run_1/ff_map.png
The bar under the picture is 20 µm long. Other sequential cells in the stronger gray, the rest of the logic in the fainter gray.
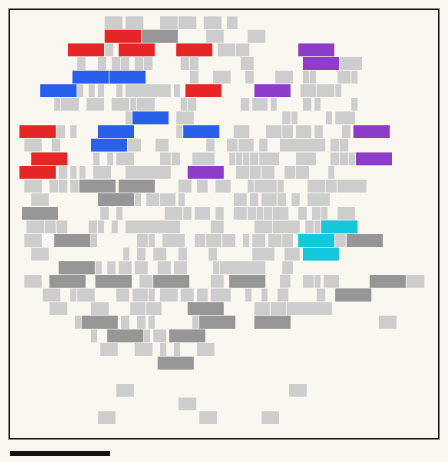
run_1/util_map.png
The bar under the picture is 20 µm long. The die is cut into 9 by 9 equal tiles; white is low, dark blue is high, 0 to 100% covered.
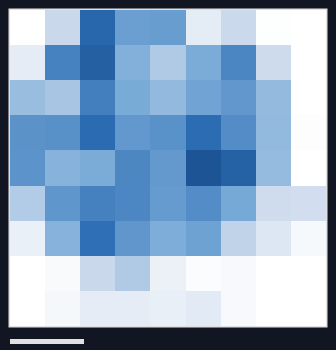
run_1/placed.png
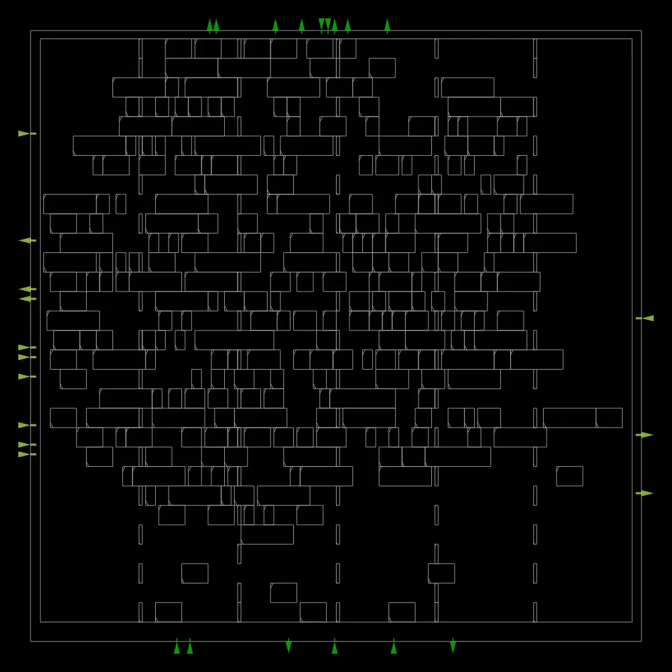
run_1/floorplan.png
The bar under the picture is 20 µm long. Pins as bars on the die edge. Tap cells in gray.
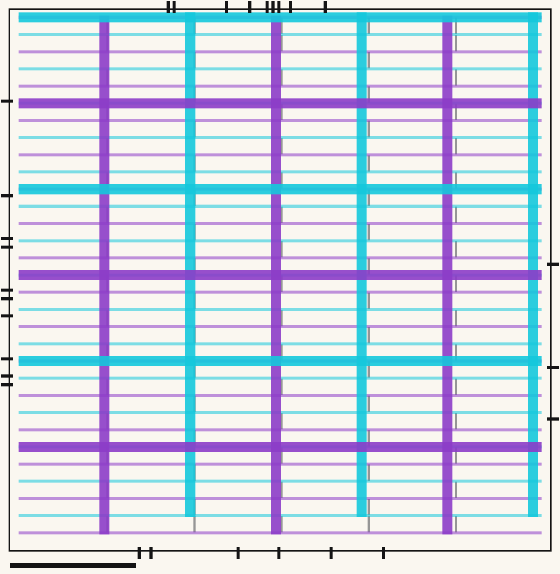
==> config.mk <==
export PLATFORM = sky130hd
export DESIGN_NAME = tm1638_serial_io
export DESIGN_NICKNAME = d
export VERILOG_FILES = /design/src/rtl/tm1638_serial_io.sv
export SDC_FILE = /design/constraint.sdc
export NUM_CORES = 1
export LEC_CHECK = 0
export CAP_MARGIN = 30
export CORE_MARGIN = 1
export CORE_UTILIZATION = 30
export CTS_BUF_LIST = sky130_fd_sc_hd__clkbuf_16
export DETAILED_ROUTE_END_ITERATION = 12
export GPL_ROUTABILITY_DRIVEN = 0
export MAX_ROUTING_LAYER = met4
export SYNTH_ARGS = -nofsm -noshare
export SYNTH_HDL_FRONTEND = slang
export SYNTH_SLANG_ARGS = --single-unit
==> constraint.sdc <==
create_clock -name clk -period 2.4 [get_ports clk]
set_input_delay 0.48 -clock clk [delete_from_list [all_inputs] [get_ports clk]]
set_output_delay 0.48 -clock clk [all_outputs]
set_load 0.005 [all_outputs]
==> src/rtl/tm1638_serial_io.sv <==
// rtl/tm1638_serial_io.sv - byte-level STB/CLK/DIO serial PHY for the TM1638
//
// Purpose: accepts one byte request at a time from the TM1638 driver and
// produces the STB/CLK/DIO waveforms (LSB-first writes, key-scan reads with
// DIO released, STB framing across multi-byte transfers).
//
// Ports:
//   clk, rst            system clock, synchronous active-high reset
//   req_valid/req_ready request handshake; ready only in IDLE
//   req_byte            byte to write (ignored for reads)
//   req_read            1 = read one byte from the chip
//   req_last            1 = raise STB after this byte
//   rsp_valid/rsp_byte  one-cycle pulse / held value of the last read byte
//   tm_stb, tm_clk      TM1638 strobe (active low) and clock (idles high)
//   tm_dio_out/_oe      DIO drive value and output enable
//   tm_dio_in           asynchronous DIO pad input

module tm1638_serial_io #(
  parameter int CLK_DIV   = 25,
  parameter int READ_WAIT = 50
) (
  input  logic       clk,
  input  logic       rst,
  input  logic       req_valid,
  output logic       req_ready,
  input  logic [7:0] req_byte,
  input  logic       req_read,
  input  logic       req_last,
  output logic       rsp_valid,
  output logic [7:0] rsp_byte,
  output logic       tm_stb,
  output logic       tm_clk,
  output logic       tm_dio_out,
  output logic       tm_dio_oe,
  input  logic       tm_dio_in
);

  localparam int CNT_MAX = (CLK_DIV > READ_WAIT) ? CLK_DIV : READ_WAIT;
  localparam int CW      = $clog2(CNT_MAX);
  localparam logic [CW-1:0] DIV_LOAD  = CW'(CLK_DIV - 1);
  localparam logic [CW-1:0] WAIT_LOAD = CW'(READ_WAIT - 1);
  localparam logic [CW-1:0] CNT_ONE   = CW'(1);

  typedef enum logic [2:0] {
    S_IDLE, S_STB_SETUP, S_RD_WAIT, S_BIT_LO,
    S_BIT_HI, S_GAP, S_STB_HOLD, S_STB_HIGH
  } state_e;

  state_e        state_q, state_d;
  logic [CW-1:0] cnt_q, cnt_d;
  logic [2:0]    bit_q, bit_d;
  logic [7:0]    byte_q, byte_d;
  logic          read_q, read_d;
  logic          last_q, last_d;
  logic          frame_open_q, frame_open_d;
  logic [7:0]    shift_q, shift_d;
  logic [7:0]    rsp_byte_q, rsp_byte_d;
  logic          rsp_valid_q, rsp_valid_d;
  logic          dio_meta_q, dio_sync_q;
  logic          stb_q, stb_d, clk_q, clk_d, oe_q, oe_d, out_q, out_d;

  logic       phase_done;
  logic [7:0] shift_in;

  assign phase_done = (cnt_q == '0);
  // Bits arrive LSB first, so each new bit enters at the top and shifts down.
  assign shift_in   = {dio_sync_q, shift_q[7:1]};

  assign req_ready  = (state_q == S_IDLE) && !rst;
  assign rsp_valid  = rsp_valid_q;
  assign rsp_byte   = rsp_byte_q;
  assign tm_stb     = stb_q;
  assign tm_clk     = clk_q;
  assign tm_dio_oe  = oe_q;
  assign tm_dio_out = out_q;

  // State and datapath registers. Pin values are registered from the
  // next-state decode so the pads never see decode glitches.
  always_ff @(posedge clk) begin
    if (rst) begin
      state_q      <= S_IDLE;
      cnt_q        <= '0;
      bit_q        <= '0;
      byte_q       <= '0;
      read_q       <= 1'b0;
      last_q       <= 1'b0;
      frame_open_q <= 1'b0;
      shift_q      <= '0;
      rsp_byte_q   <= '0;
      rsp_valid_q  <= 1'b0;
      dio_meta_q   <= 1'b1;
      dio_sync_q   <= 1'b1;
      stb_q        <= 1'b1;
      clk_q        <= 1'b1;
      oe_q         <= 1'b0;
      out_q        <= 1'b1;
    end else begin
      state_q      <= state_d;
      cnt_q        <= cnt_d;
      bit_q        <= bit_d;
      byte_q       <= byte_d;
      read_q       <= read_d;
      last_q       <= last_d;
      frame_open_q <= frame_open_d;
      shift_q      <= shift_d;
      rsp_byte_q   <= rsp_byte_d;
      rsp_valid_q  <= rsp_valid_d;
      dio_meta_q   <= tm_dio_in;
      dio_sync_q   <= dio_meta_q;
      stb_q        <= stb_d;
      clk_q        <= clk_d;
      oe_q         <= oe_d;
      out_q        <= out_d;
    end
  end

  // Next-state logic; cnt_q counts down the cycles left in the current phase.
  always_comb begin
    state_d      = state_q;
    cnt_d        = cnt_q;
    bit_d        = bit_q;
    byte_d       = byte_q;
    read_d       = read_q;
    last_d       = last_q;
    frame_open_d = frame_open_q;
    shift_d      = shift_q;
    rsp_byte_d   = rsp_byte_q;
    rsp_valid_d  = 1'b0;
    unique case (state_q)
      S_IDLE: begin
        if (req_valid && req_ready) begin
          byte_d = req_byte;
          read_d = req_read;
          last_d = req_last;
          bit_d  = '0;
          if (!frame_open_q) begin
            state_d = S_STB_SETUP;
            cnt_d   = DIV_LOAD;
          end else if (req_read) begin
            state_d = S_RD_WAIT;
            cnt_d   = WAIT_LOAD;
          end else begin
            state_d = S_BIT_LO;
            cnt_d   = DIV_LOAD;
          end
        end
      end
      S_STB_SETUP: begin
        if (phase_done) begin
          frame_open_d = 1'b1;
          state_d      = read_q ? S_RD_WAIT : S_BIT_LO;
          cnt_d        = read_q ? WAIT_LOAD : DIV_LOAD;
        end else begin
          cnt_d = cnt_q - CNT_ONE;
        end
      end
      S_RD_WAIT, S_BIT_LO: begin
        if (phase_done) begin
          state_d = (state_q == S_RD_WAIT) ? S_BIT_LO : S_BIT_HI;
          cnt_d   = DIV_LOAD;
        end else begin
          cnt_d = cnt_q - CNT_ONE;
        end
      end
      S_BIT_HI: begin
        if (phase_done) begin
          cnt_d = DIV_LOAD;
          if (read_q) shift_d = shift_in;
          if (bit_q == 3'd7) begin
            state_d = last_q ? S_STB_HOLD : S_GAP;
            if (read_q) begin
              rsp_byte_d  = shift_in;
              rsp_valid_d = 1'b1;
            end
          end else begin
            state_d = S_BIT_LO;
            bit_d   = bit_q + 3'd1;
          end
        end else begin
          cnt_d = cnt_q - CNT_ONE;
        end
      end
      S_GAP, S_STB_HIGH: begin
        if (phase_done) state_d = S_IDLE;
        else            cnt_d   = cnt_q - CNT_ONE;
      end
      S_STB_HOLD: begin
        if (phase_done) begin
          state_d      = S_STB_HIGH;
          cnt_d        = DIV_LOAD;
          frame_open_d = 1'b0;
        end else begin
          cnt_d = cnt_q - CNT_ONE;
        end
      end
      default: state_d = S_IDLE;
    endcase
  end

  // Pin decode from the next state.
  always_comb begin
    stb_d = 1'b0;
    clk_d = 1'b1;
    oe_d  = 1'b0;
    out_d = 1'b1;
    unique case (state_d)
      S_IDLE:     stb_d = !frame_open_d;
      S_BIT_LO: begin
        clk_d = 1'b0;
        oe_d  = !read_d;
      end
      S_BIT_HI:   oe_d  = !read_d;
      S_STB_HIGH: stb_d = 1'b1;
      default:    ;
    endcase
    if (oe_d) out_d = byte_d[bit_d];
  end

endmodule

==> summary.txt, run 1 <==
Results of an implementation run.

The run finished with clean final reports. In the global route stage, overall resource usage came out at 14.5%. The total tool warning count is 26.

Across all hold checks on the routed design, the worst slack comes to 0.410 ns. The kind of critical path is in2reg. The start of the worst register-to-register path is cnt_q[0].

The clock transition at the registers of the reported paths is 0.07 ns. The xor/xnor share of the synthesized area is 0.838%. After layout, the worst path uses 93.5% of the clock period.

The highest-delay cell along the critical path is clkdlybuf4s50_1. The root buffer cell is clkbuf_16. The synthesized-area fraction occupied by and/or/nand/nor cells is 20.8%. Per the OpenROAD timing report, the critical path contains 7 cells.

The count of buffers inserted at the top-level ports is 27. The post-synth net total is 256. Dividing total power by cell area gives a power density of 983 nW/µm².

The top-level I/O count is 28. Counting instances in the post-synthesis netlist gives the leading cell types as 45 x dfxtp_1, 28 x nor2_1, 22 x nand2_1. The combined area of all synthesized cells is 2090 µm².

The clock tree has to reach 45 sinks. The area of the synthesized netlist per yosys stat is 2090 µm². The power consumption is 0.00266 W.

The DRC violation total left in the routed layout is recorded as 0. The clock latency reported for the late side of the worst-skew pair is 0.29 ns. The post-route minimum period is 2.24 ns. The logic depth of the worst register-to-register path is 9.
Back to the opening pictures, ff_map.png:
Key: rsp_byte = red [sequential cells 8]; shift_q = blue [sequential cells 7, where north-west]; state_q = cyan [sequential cells 3]; cnt_q = purple [sequential cells 6]
Another 21 sequential cells are not colored.
area used by sequential logic in the layout: 901 µm²
final core occ: 40.0%
sequential power: 0.000952 W
flip-flop and latch share of the layout cell area: 33.3%

Back to the opening pictures, util_map.png:
The fullest tile reaches 86%. The mean over all tiles is 36%. The emptiest ninth of the die: south-east. 7.4% of the tiles are over 75% full. 16% of the tiles are nearly empty.
Placeable Area: 6760 µm²
Starting Density: 30.9%

Back to the opening pictures, placed.png:
number of tap instances: 80
non-filler cells, final: 359
number of sequential cells: 45

Back to the opening pictures, floorplan.png:
Key: VDD = cyan; VSS = purple
80 tap cells. 6 straps on met4.

-- run 1: sequential cells by signal, indices dropped and copies added (netlist names) --
signal        count
tm_clk            1
tm_dio_out        1
shift_q           7
last_q            1
rsp_byte          8
dio_sync_q        1
byte_q            8
cnt_q             6
dio_meta_q        1
rsp_valid         1
state_q           3
tm_stb            1
tm_dio_oe         1
bit_q             3
read_q            1
frame_open_q      1
-- run 1: power by group through the flow --
stage,Combinational (W),Clock [W],Sequential (W)
finish,0.000897,0.000809,0.000952
global route,0.000986,0.000853,0.000967
CTS,0.000888,0.000825,0.000949
detailed placement,0.000883,0,0.000964
global placement,0.000875,0,0.000962
floorplan,0.000677,0,0.000919
-- run 1: what timing repair did --
item,in CTS,in global routing
buffers inserted,0,0
resized,0,1
hold buffers,0,0
endpoints found under the setup margin,0,1
-- run 1: layout make-up --
| class | instances | area, µm² | share of cell area [%] |
|---|---|---|---|
| inverter | 7 | 26.3 | 0.972 |
| tap | 80 | 100 | 3.70 |
| sequential | 45 | 901 | 33.3 |
| clock inverter | 3 | 50.0 | 1.85 |
| timing repair buffer | 44 | 398 | 14.7 |
| clock buffer | 5 | 125 | 4.63 |
| multi-input combinational | 175 | 1100 | 40.8 |
-- run 1: worst max-delay path by stage --
stage / startpoint / endpoint / slack (ns)
after floorplan: req_valid / tm_dio_out / 0.28
after global placement: req_valid / tm_dio_out / -0.08
after detailed placement: req_valid / tm_dio_out / -0.15
after CTS: state_q[1] / req_ready / 0.13
after global routing: cnt_q[0] / tm_dio_out / 0.02
final: req_valid / tm_dio_out / 0.16
-- run 1: metal layers --
metal | wire length (µm) | vias to the layer above | GRT usage (%) | part of all wire, %
met5 | 0 | - | - | 0
met4 | 60 | 0 | 5.91 | 1.3
met3 | 177 | 5 | 3.21 | 3.7
met2 | 2300 | 35 | 23.1 | 48
met1 | 2260 | 874 | 17.9 | 47
li1 | - | 940 | - | -
-- run 1: layout by cell type, fill, tap and decap left out, types with 2 or more instances in the layout --
cell and n:
dfxtp_1 45, nor2_1 28, clkdlybuf4s50_1 27, nand2_1 22, a21oi_1 18, buf_4 17, o21ai_0 15, mux2i_1 14
inv_1 7, nand3_1 7, o21ai_1 6, and2_1 5, clkbuf_16 5, nor3_1 4, a32oi_1 4, o211ai_1 4
or2_2 3, nand2b_1 2, a31oi_1 2, a311oi_1 2, ha_1 2
-- run 1: kinds of logic (layout without fill, tap and decap cells) --
family | Yosys count | count (layout)
AND/OR/NAND/NOR | 87 | 87
multiplexers | 15 | 15
adder cells (fa/ha/maj) | 2 | 2
flip-flops | 45 | 45
XOR/XNOR | 2 | 2
buffers and inverters | 20 | 59
AND-OR/OR-AND | 69 | 69
-- run 1: metrics by stage --
stage                     TNS, ns  instance area (µm²)  cells  worst slack (ns)  utilization (%)
after floorplan                 0                 2090    240             0.285                -
after global placement    -0.0779                 2520    351           -0.0779             37.4
after detailed placement   -0.151                 2520    351            -0.151             37.4
after CTS                       0                 2700    359             0.134             40.0
after global routing            0                 2700    359            0.0163             40.0
final                           0                 2700    359             0.156             40.0
==> inputs of run 2 (changes only) <==
--- a/config.mk
+++ b/config.mk
@@ -5,7 +5,7 @@
 export SDC_FILE = /design/constraint.sdc
 export NUM_CORES = 1
 export LEC_CHECK = 0
-export CAP_MARGIN = 30
+export CAP_MARGIN = 40
 export CORE_MARGIN = 1
 export CORE_UTILIZATION = 30
 export CTS_BUF_LIST = sky130_fd_sc_hd__clkbuf_16
run_2/floorplan.png
The bar under the picture is 20 µm long. Pins as bars on the die edge. Tap cells in gray.
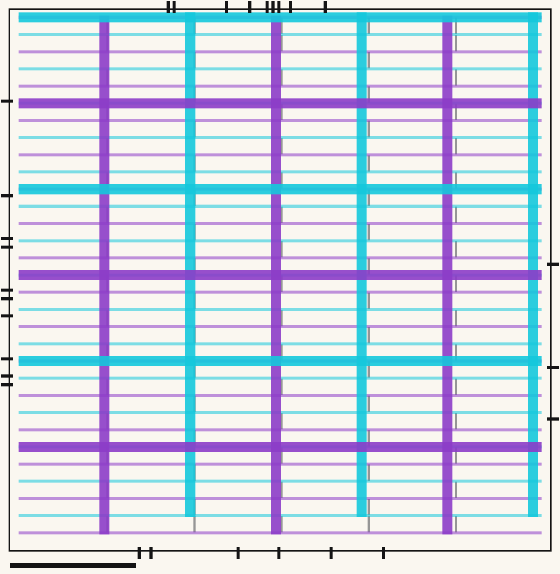
Key: VSS = purple; VDD = cyan
28 signal pins sit on the boundary. 31 met1 rails follow the rows.

==> summary.txt, run 2 <==
Results of an implementation run.

The utilization after layout is 40.0% (unchanged). Ranked by instance count, the synthesized netlist is headed by 45 x dfxtp_1, 28 x nor2_1, 22 x nand2_1. The synthesized-area fraction occupied by and/or/nand/nor cells was 20.8% (unchanged). The post-route non-filler standard cell count came to 359 (unchanged). The floorplan utilization is 30.9% (unchanged). The xor/xnor share of the synthesized area came to 0.838% (unchanged).

The start of the worst register-to-register path is cnt_q[0]. The number of sinks driven by the clock tree is 45 (unchanged). The layer with the highest usage is met2. After synthesis, the cell types taking the most area are dfxtp_1 43%, mux2i_1 6.7%, nor2_1 5.0%. The total tool warning count was 26 (unchanged).

The met2 track demand over resource is 23.1% (unchanged). The start point of the worst hold path is dio_meta_q. The logic depth of the worst register-to-register path came to 9 (unchanged).

The run finished with clean final reports. Max-cap violations in this run came to 0. The storage element area is 901 µm² (unchanged). The report lists the cells along the critical path as clkdlybuf4s50_1 -> nor2b_1 -> and3b_1 -> mux2_1 -> o311a_1 -> a22oi_1 -> nand4b_1.

The placed instance area came to 2520 µm² (unchanged). The dominant synthesized flop cell is dfxtp_1. The quantity of hold-fixing buffers added after cts was 0 (unchanged). The power consumption is 0.00266 W (unchanged). The area taken by multi-input logic gates is 1100 µm² (unchanged). The clock transition at the registers of the reported paths came to 0.07 ns (about the same).

The met3 layer usage reported by global route is 3.21% (unchanged). The number of instances in the placed design is 351 (unchanged). In this run the clock root is driven by a clkbuf_16. The global-route met1 utilization came to 17.9% (unchanged). The global-route total usage across every layer is 14.5% (unchanged). The post-synth net total is 256 (unchanged). Leaving out fill and tap cells, the most frequent cell in the layout is dfxtp_1. The DRC violation count after routing came to 0 (unchanged). The post-route cell area is 2700 µm² (unchanged). For this design, the slowest cell found on the critical path is clkdlybuf4s50_1. The core region area came to 6760 µm² (unchanged).

The number of gates on the worst path with buffers counted is 7 (unchanged). The post-route minimum period was 2.24 ns (unchanged). The clock latency reported for the late side of the worst-skew pair is 0.29 ns (about the same). The kind of critical path is in2reg. The areal power density over the cells is 983 nW/µm² (unchanged).

The area of the synthesized netlist per yosys stat came to 2090 µm² (unchanged). The count of buffers added by post-CTS timing repair for setup was 0 (unchanged).
run_2/port_trees.png
The bar under the picture is 20 µm long.
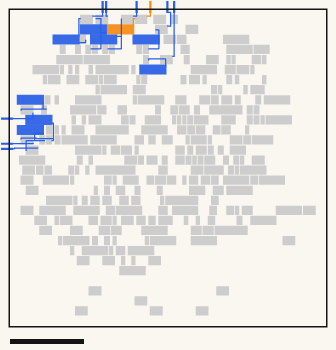
Key: rsp_valid = orange [bits 1, direction output, edge north, end cells 1, wire 4.80 µm]; rsp_byte = blue [bits 8, direction output, edge 5 north, 3 west, end cells 8, wire 134 µm]
I/O pins: 28
Buffers on Ports: 27

## run 2: power groups by stage
stage	Combinational, W	Sequential [W]	Clock [W]
after floorplan	0.000677	0.000919	0
after global placement	0.000875	0.000962	0
after detailed placement	0.000883	0.000964	0
after CTS	0.000888	0.000949	0.000825
after global routing	0.000986	0.000967	0.000853
final	0.000897	0.000952	0.000809
## run 2: worst max path at each step
| stage | start | end | slack, ns |
|---|---|---|---|
| 2_1_floorplan | req_valid | tm_dio_out | 0.28 |
| 3_3_place_gp | req_valid | tm_dio_out | -0.08 |
| 3_5_place_dp | req_valid | tm_dio_out | -0.15 |
| 4_1_cts | state_q[1] | req_ready | 0.13 |
| 5_1_grt | cnt_q[0] | tm_dio_out | 0.02 |
| 6_report | req_valid | tm_dio_out | 0.16 |
## run 2: kinds of logic after synthesis
family / after synthesis
mux: 15
compound gates: 69
fa+ha+maj: 2
xor+xnor: 2
simple gates: 87
buf+inv: 20
flops: 45
## run 2: layout make-up
type                            instances  area share (%)
Multi-Input combinational cell        175            40.8
Sequential cell                        45            33.3
Timing Repair Buffer                   44            14.7
Clock buffer                            5            4.63
Tap cell                               80            3.70
Clock inverter                          3            1.85
Inverter                                7           0.972
## run 2: worst register-to-register path: cells and delay by family, from the launching register on
| kind | cells | cell delay (ns) |
|---|---|---|
| and+or+nand+nor | 2 | 0.33 |
| DFF | 1 | 0.39 |
| adders and majority gates | 1 | 0.28 |
| AOI/OAI and AO/OA | 4 | 0.80 |
| buffers and inverters | 2 | 0.24 |
## run 2: layer usage
metal,part of all wire [%],wire length [µm],vias up
met3,3.7,177,5
li1,-,-,940
met1,47,2260,874
met4,1.3,60,0
met5,0,0,-
met2,48,2300,35
## run 2: stage by stage
step,TNS [ns],worst slack [ns],hold slack [ns]
after detailed placement,-0.151,-0.151,0.398
after CTS,0,0.134,0.414
after global routing,0,0.0163,0.425
after global placement,-0.0779,-0.0779,0.397
final,0,0.156,0.410
after floorplan,0,0.285,0.389
==> inputs of run 3 (changes only) <==
--- a/config.mk
+++ b/config.mk
@@ -10,8 +10,8 @@
 export CORE_UTILIZATION = 30
 export CTS_BUF_LIST = sky130_fd_sc_hd__clkbuf_16
 export DETAILED_ROUTE_END_ITERATION = 12
-export GPL_ROUTABILITY_DRIVEN = 0
 export MAX_ROUTING_LAYER = met4
+export SETUP_SLACK_MARGIN = 0.05
 export SYNTH_ARGS = -nofsm -noshare
 export SYNTH_HDL_FRONTEND = slang
 export SYNTH_SLANG_ARGS = --single-unit
run_3/floorplan.png
The bar under the picture is 20 µm long. Pins as bars on the die edge. Tap cells in gray.
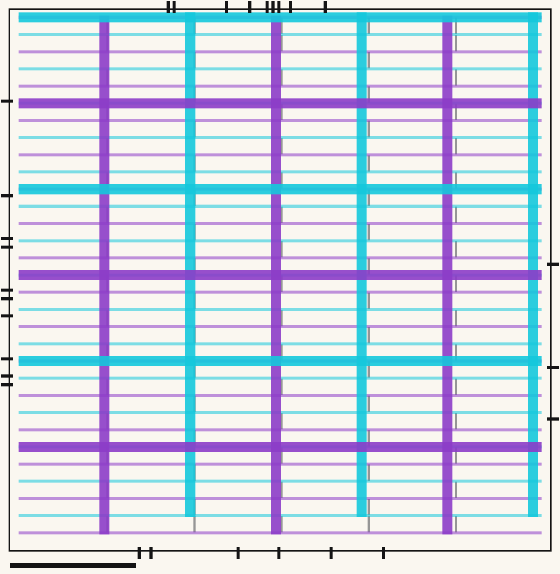
Key: VSS = purple; VDD = cyan
The core has 30 rows. 6 straps on met5. 80 tap cells.

==> summary.txt, run 3 <==
Results of an implementation run.

The aggregate negative setup slack was 0 ns (unchanged). The root buffer cell is clkbuf_16. The post-synth net total is 256 (unchanged). By area the synthesized netlist is led by dfxtp_1 43%, mux2i_1 6.7%, nor2_1 5.0%. The clock latency reported for the late side of the worst-skew pair is 0.29 ns (about the same). The placed instance area was 2520 µm² (unchanged).

The core region area is 6760 µm² (unchanged). The global-route total usage across every layer is 14.5% (unchanged). The commonest cells after synthesis are 45 x dfxtp_1, 28 x nor2_1, 22 x nand2_1.

The top-level I/O count came to 28 (unchanged). The kind of critical path is reg2out. The flow ran to the end, and the final reports show no timing, DRC or antenna violations. By instance count after routing, the leading logic cell type is dfxtp_1.

The areal power density over the cells is 981 nW/µm² (-0.19%). The number of instances in the placed design came to 351 (unchanged). The max-capacitance violation count came to 0 (unchanged).

The highest-delay cell along the critical path is clkdlybuf4s50_1. The count of buffers inserted at the top-level ports was 27 (unchanged). The area of the synthesized netlist per yosys stat is 2090 µm² (unchanged). The DRC violation count after routing is 0 (unchanged). The xor/xnor share of the synthesized area was 0.838% (unchanged). Per the synth stats, the flop cell with the highest instance count is dfxtp_1. In this run the critical path is formed by or2_2 -> nor3_1 -> clkdlybuf4s50_1. The quantity of hold-fixing buffers added after cts is 0 (unchanged).
run_3/placed.png
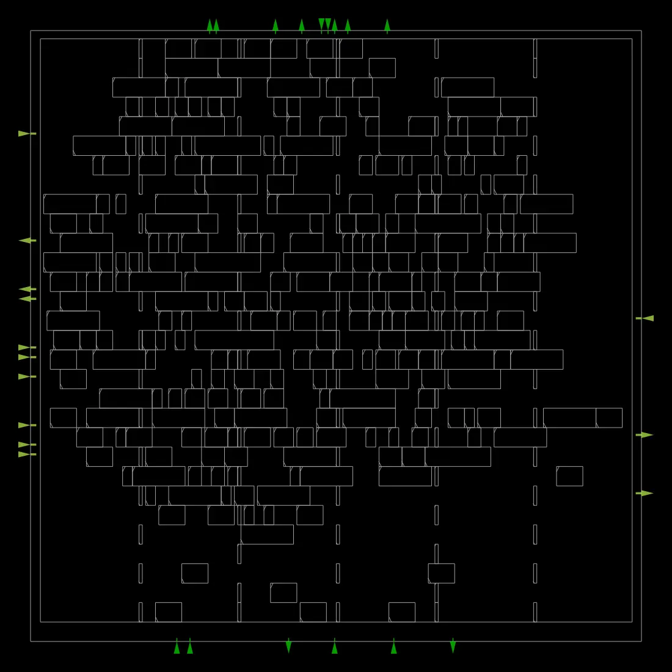
# rows: 30
flip-flop and latch share of the layout cell area: 33.3%
final core occ: 40.1%
fillers: 700

run 3: power by group through the flow:
stage	logic, W	clock network [W]	registers [W]
floorplan	0.000677	0	0.000919
finish	0.000901	0.000809	0.000952
detailed placement	0.000883	0	0.000964
global route	0.000992	0.000853	0.000967
CTS	0.000888	0.000825	0.000949
global placement	0.000875	0	0.000962
run 3: cells by family after synthesis:
| logic type | Yosys count |
|---|---|
| DFF | 45 |
| adders and majority gates | 2 |
| and+or+nand+nor | 87 |
| muxes | 15 |
| xor gates and xnor gates | 2 |
| buffers and inverters | 20 |
| AOI/OAI and AO/OA | 69 |
run 3: area by class of cell:
class | instances | area [µm²] | area share, %
repair buffers | 44 | 398 | 14.7
clock inverters | 3 | 50.0 | 1.85
clock buffers | 5 | 125 | 4.61
inverters | 7 | 26.3 | 0.969
flip-flops and latches | 45 | 902 | 33.3
multi-input cells | 175 | 1110 | 41.0
well taps | 80 | 100 | 3.69
run 3: repair_timing:
item	4_1_cts	5_1_grt
setup endpoints to repair	0	2
buffers inserted	0	0
gates resized	0	4
run 3: worst paths after layout:
| kind | start | endpoint | cells past startpoint |
|---|---|---|---|
| min | dio_meta_q | dio_sync_q | 1 |
| max reg2reg | cnt_q[0] | tm_dio_out | 8 |
| min reg2reg | dio_meta_q | dio_sync_q | 1 |
| max | state_q[1] | req_ready | 3 |
run 3: metal layers:
metal / GRT usage (%) / wire (µm) / share of wire [%]
met1: 17.9 / 2270 / 47
met2: 23.1 / 2310 / 48
met3: 3.21 / 183 / 3.8
met4: 5.91 / 60 / 1.2
met5: - / 0 / 0
run 3: stage by stage:
step | setup WS (ns) | utilization [%] | total power (W) | hold WS, ns
floorplan | 0.285 | - | 0.00160 | 0.389
CTS | 0.134 | 40.0 | 0.00266 | 0.414
global placement | -0.0779 | 37.4 | 0.00184 | 0.397
finish | 0.150 | 40.1 | 0.00266 | 0.410
global route | 0.0611 | 40.1 | 0.00281 | 0.425
detailed placement | -0.151 | 37.4 | 0.00185 | 0.398
Power is estimated from default activity; no workload was simulated.
